`src/rtl/multi_dir_traffic_ctrl.sv`:
```
// Round-robin traffic light controller: ALL_RED -> GREEN -> YELLOW per direction.
// Define TL_PED_EN to latch pedestrian calls and extend the served green with a walk.
module multi_dir_traffic_ctrl #(
  parameter int NUM_DIR       = 2,
  parameter int GREEN_CYC     = 8,
  parameter int YELLOW_CYC    = 3,
  parameter int ALLRED_CYC    = 2,
  parameter int PED_EXTRA_CYC = 4,
  parameter int CNT_W         = 8
) (
  input  logic                       clk,
  input  logic                       reset,
  input  logic [NUM_DIR-1:0]         ped_req,
  output logic [3*NUM_DIR-1:0]       lights,
  output logic [NUM_DIR-1:0]         ped_walk,
  output logic [$clog2(NUM_DIR)-1:0] active_dir
);

  localparam int DIR_W = $clog2(NUM_DIR);

  localparam logic [CNT_W-1:0] AR_LAST = CNT_W'(ALLRED_CYC - 1);
  localparam logic [CNT_W-1:0] G_LAST  = CNT_W'(GREEN_CYC - 1);
  localparam logic [CNT_W-1:0] GX_LAST = CNT_W'(GREEN_CYC + PED_EXTRA_CYC - 1);
  localparam logic [CNT_W-1:0] Y_LAST  = CNT_W'(YELLOW_CYC - 1);

  typedef enum logic [1:0] {
    S_ALL_RED = 2'd0,
    S_GREEN   = 2'd1,
    S_YELLOW  = 2'd2
  } state_t;

  state_t               state_q, state_d;
  logic [CNT_W-1:0]     cnt_q, cnt_d;
  logic [DIR_W-1:0]     dir_q, dir_d;
  logic                 ext_q, ext_d;
  logic [3*NUM_DIR-1:0] lights_q, lights_d;
  logic [NUM_DIR-1:0]   ped_walk_q, ped_walk_d;
  logic                 enter_green;
  logic                 ped_hit;

  assign enter_green = (state_q == S_ALL_RED) && (cnt_q == AR_LAST);

`ifdef TL_PED_EN
  logic [NUM_DIR-1:0] pending_q, pending_d;

  // A call present on the green-entry edge itself is served by that green.
  always_comb begin
    pending_d = pending_q | ped_req;
    ped_hit   = pending_d[dir_q];
    if (enter_green) pending_d[dir_q] = 1'b0;
  end

  always_ff @(posedge clk) begin
    if (!reset) pending_q <= '0;
    else        pending_q <= pending_d;
  end
`else
  logic unused_ped_req;
  assign unused_ped_req = ^ped_req;
  assign ped_hit        = 1'b0;
`endif

  always_comb begin
    state_d = state_q;
    cnt_d   = cnt_q + 1'b1;
    dir_d   = dir_q;
    ext_d   = ext_q;
    case (state_q)
      S_ALL_RED: if (enter_green) begin
        state_d = S_GREEN;
        cnt_d   = '0;
        ext_d   = ped_hit;
      end
      S_GREEN: if (cnt_q == (ext_q ? GX_LAST : G_LAST)) begin
        state_d = S_YELLOW;
        cnt_d   = '0;
        ext_d   = 1'b0;
      end
      S_YELLOW: if (cnt_q == Y_LAST) begin
        state_d = S_ALL_RED;
        cnt_d   = '0;
        dir_d   = (dir_q == DIR_W'(NUM_DIR - 1)) ? '0 : dir_q + 1'b1;
      end
      default: begin
        state_d = S_ALL_RED;
        cnt_d   = '0;
      end
    endcase
  end

  // Outputs are decoded from the next state so they register on the transition edge.
  always_comb begin
    lights_d   = '0;
    ped_walk_d = '0;
    for (int i = 0; i < NUM_DIR; i++) begin
      lights_d[3*i +: 3] = 3'b100;
      if (i == int'(dir_d)) begin
        if (state_d == S_GREEN) begin
          lights_d[3*i +: 3] = 3'b001;
          ped_walk_d[i]      = ext_d;
        end else if (state_d == S_YELLOW) begin
          lights_d[3*i +: 3] = 3'b010;
        end
      end
    end
  end

  always_ff @(posedge clk) begin
    if (!reset) begin
      state_q    <= S_ALL_RED;
      cnt_q      <= '0;
      dir_q      <= '0;
      ext_q      <= 1'b0;
      lights_q   <= {NUM_DIR{3'b100}};
      ped_walk_q <= '0;
    end else begin
      state_q    <= state_d;
      cnt_q      <= cnt_d;
      dir_q      <= dir_d;
      ext_q      <= ext_d;
      lights_q   <= lights_d;
      ped_walk_q <= ped_walk_d;
    end
  end

  assign lights     = lights_q;
  assign ped_walk   = ped_walk_q;
  assign active_dir = dir_q;

endmodule
```
`config.mk`:
```
export PLATFORM = sky130hd
export DESIGN_NAME = multi_dir_traffic_ctrl
export DESIGN_NICKNAME = d
export VERILOG_FILES = /design/src/rtl/multi_dir_traffic_ctrl.sv
export SDC_FILE = /design/constraint.sdc
export NUM_CORES = 1
export LEC_CHECK = 0
export CORE_MARGIN = 2
export CORE_UTILIZATION = 41
export DETAILED_ROUTE_END_ITERATION = 7
export GPL_TIMING_DRIVEN = 0
export PLACE_DENSITY_LB_ADDON = 0.1
export SLEW_MARGIN = 15
export SYNTH_ARGS = -nofsm -noshare
export SYNTH_HDL_FRONTEND = slang
export SYNTH_SLANG_ARGS = --single-unit
```
`constraint.sdc`:
```
create_clock -name clk -period 4.9 [get_ports clk]
set_input_delay 0.98 -clock clk [delete_from_list [all_inputs] [get_ports clk]]
set_output_delay 0.98 -clock clk [all_outputs]
set_load 0.02 [all_outputs]
```
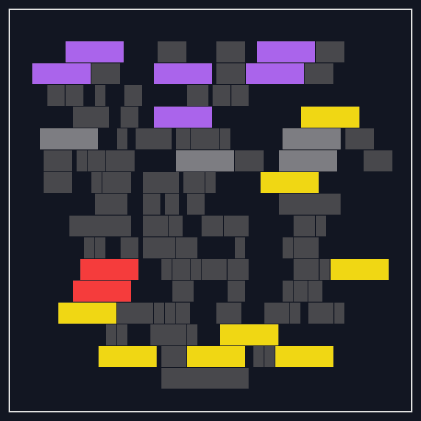
ff_map.png
(8 px per µm) Other sequential cells in the stronger grey, the rest of the logic in the fainter grey.
legend:
  lights:
    colour: purple
    placed_flops: 6
  cnt_q:
    colour: yellow
    placed_flops: 8
  state_q:
    colour: red
    placed_flops: 2
final core utilization: 53.41%
Seq. pwr: 199 µW
Seq area share: 37.82%
FF+latch area: 400.4 µm²

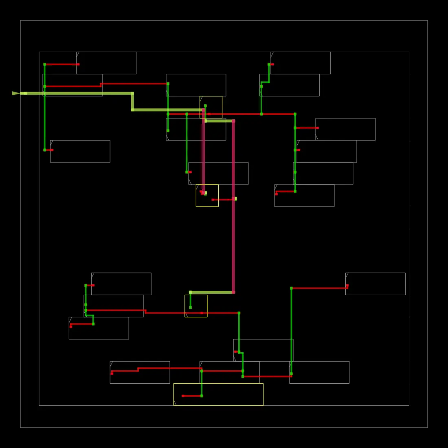
clock_nets.png
clk ins delay skew pair: 0.30 ns
seq_cells: 20
Max Clock Skew: 0.002631 ns
Clock net power: 134 µW

==> Slide: Implementation Results <==
Implementation Results

Worst setup path
  • WS Path Type: flop to output pin
  • Critical Path Fanout Max: 3
  • Top Family by Delay on Critical Path: buffers and inverters
  • Buffers & Inverters on Critical Path: 1
  • Critical path arrival: between 1 and 1.5 ns

CTS
  • Clock sink count: 20
  • Number of H-tree levels: 1
  • Postcts setup bufs: 0
  • Max clock buf depth: 2
  • Cts-stage hold buffer count: 0
  • Clock root buffer: clkbuf_4
  • CTS resizes: 0
  • Clock-pin slew on the worst setup and hold paths: around 0.11 ns

Synthesis
  • Yosys Chip Area: 872.1 µm²
  • Main synth FF type: dfxtp_1
  • Leading area contributor after synthesis: dfxtp_1
  • Biggest area cells: dfxtp_1 (46%), ha_1 (7.2%), nor2_1 (5.6%)
  • Synth cell types: 27
  • Ys cells: 88
  • Ys async rst share: 0%
  • Post-synth net total: 97
  • Average size of a mapped cell: 9.910 µm²
  • Post-synthesis sequential area ratio: a little under half
  • Synth Instances: 88
  • EDFF count, synth: 0
  • Top-area cell share: 45.91%
  • Netlist Area Pre-Place: 872.1 µm²

Hold path
  • Hold Path Depth: 2

Placed design
  • DP Cell Count: 125
  • Port Buffers: 10
  • Placed cell areas: 1006 µm²
  • Placer Congestion: 0.7437

Final timing
  • Headroom to the max-slew limit: 65.85%
  • Post-layout period usage: 45.69%
  • RSZ-0062 raised after global routing: no
  • Final worst slack: between 2 and 3 ns
  • Minimum clock period: around 2.2 ns
  • Final Hold Viols: 0
  • Slew @ Worst Pin: 0.5091 ns
  • Setup_tns: 0 ns
  • Hold slack: between 0.4 and 0.5 ns

Final layout
  • Most numerous logic cells after layout: dfxtp_1 (20), nor2_1 (13), clkdlybuf4s50_1 (10), inv_1 (6)
  • Diode count: 0
  • Final net count: 112
  • Layout cells sized above 1: 7.843%
  • Finished Cell Area: 1059 µm²
  • Non-Filler Instances: 129
  • Top cell excl fill/tap: dfxtp_1
  • Syn-to-layout area delta: 21.38%

Power
  • Tot Pwr: ~460 µW
  • Pwr per Cell Area: 434.9 nW/µm²

Drt
  • Met1 WL: 678 µm
  • Met2 WL post-DR: ~630 µm
  • Met3 routed wirelength: 61 µm
  • Vias/cell: around 4.8
  • DR top layer: met4
  • ANT nets after route: 0
  • Residual DRC: 0

GRT
  • GR Util met3: 2.727%
  • Gr usage total: 13.33%
  • Initial antenna violation count: 0
  • Met1 Use GR: about a fifth
  • Largest net degree at the start of global routing: 13
  • Grt total ovfl: 0
  • Vias in the first global route: ~570

Status
  • Outcome: finished, final reports clean

Run
  • Tool Warnings: 31
  • Max cap viols: 0

Floorplan
  • Die Width: between 50 and 60 µm
  • Rows: 16
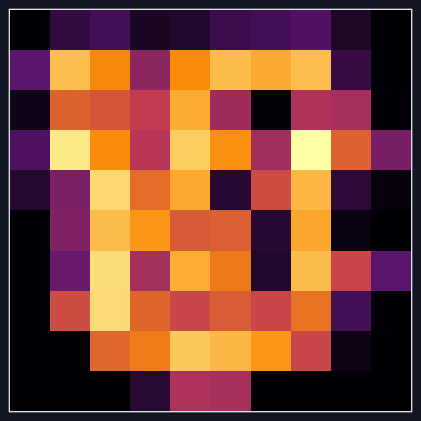
util_map.png
(8 px per µm) The die is cut into 10 by 10 equal tiles; black is low, pale yellow is high, 0 to 100% covered.
emptiest ninth of the die: south-east
nearly empty tiles: 21%
tiles over 75% full: 22%
initial cell density of the core: 44.00%
core area: 1982 µm²

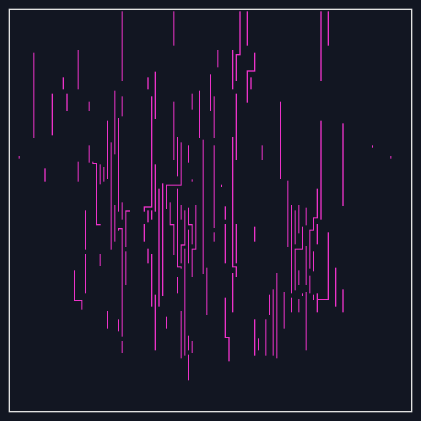
m2.png
(8 px per µm)
longest straight run: 16.7 µm
wire length on this layer: 627 µm
met2 Resource Use GR: 19.74%
Vias: 617
WL final: 1.398 mm

[path summary, 6_finish.rpt]
| path | from | endpoint | slack, ns |
|---|---|---|---|
| min | ext_q$_SDFF_PN0_ | ext_q$_SDFF_PN0_ | 0.49 |
| max reg2reg | cnt_q[4]$_SDFF_PN0_ | lights[5]$_SDFF_PN1_ | 2.77 |
| max | active_dir$_SDFF_PN0_ | active_dir | 2.66 |
| min reg2reg | ext_q$_SDFF_PN0_ | ext_q$_SDFF_PN0_ | 0.49 |
[report_power, final]
| group | leakage [µW] | total, µW | switching, µW | internal [µW] |
|---|---|---|---|---|
| registers | 0.000162 | 199 | 16.6 | 182 |
| clock network | 0.0000279 | 134 | 51.2 | 82.7 |
| logic | 0.000229 | 127 | 67.8 | 59.6 |
[flip-flops by register name, summed over array words and instances, names as in the netlist]
signal and cells:
state_q 2, active_dir 1, ped_walk 2, lights 6, cnt_q 8, ext_q 1
[final cells by class]
| cell class | instances | area (µm²) |
|---|---|---|
| Clock buffer | 3 | 22.52 |
| Clock inverter | 1 | 30.03 |
| Fill cell | 181 | 923.4 |
| Inverter | 6 | 22.52 |
| Multi-Input combinational cell | 62 | 449.2 |
| Sequential cell | 20 | 400.4 |
| Tap cell | 27 | 33.78 |
| Timing Repair Buffer | 10 | 100.1 |
[logic make-up (layout without fill, tap and decap cells)]
family	Yosys count	count (layout)	share of synthesized area, %
muxes	3	3	3.587
adders and majority gates	5	5	7.174
xor gates and xnor gates	6	6	6.026
and+or+nand+nor	42	42	27.55
DFF	20	20	45.91
buffers and inverters	6	20	2.582
AOI/OAI and AO/OA	6	6	7.174
No activity file was given, so power comes from the tool's default toggle rates.
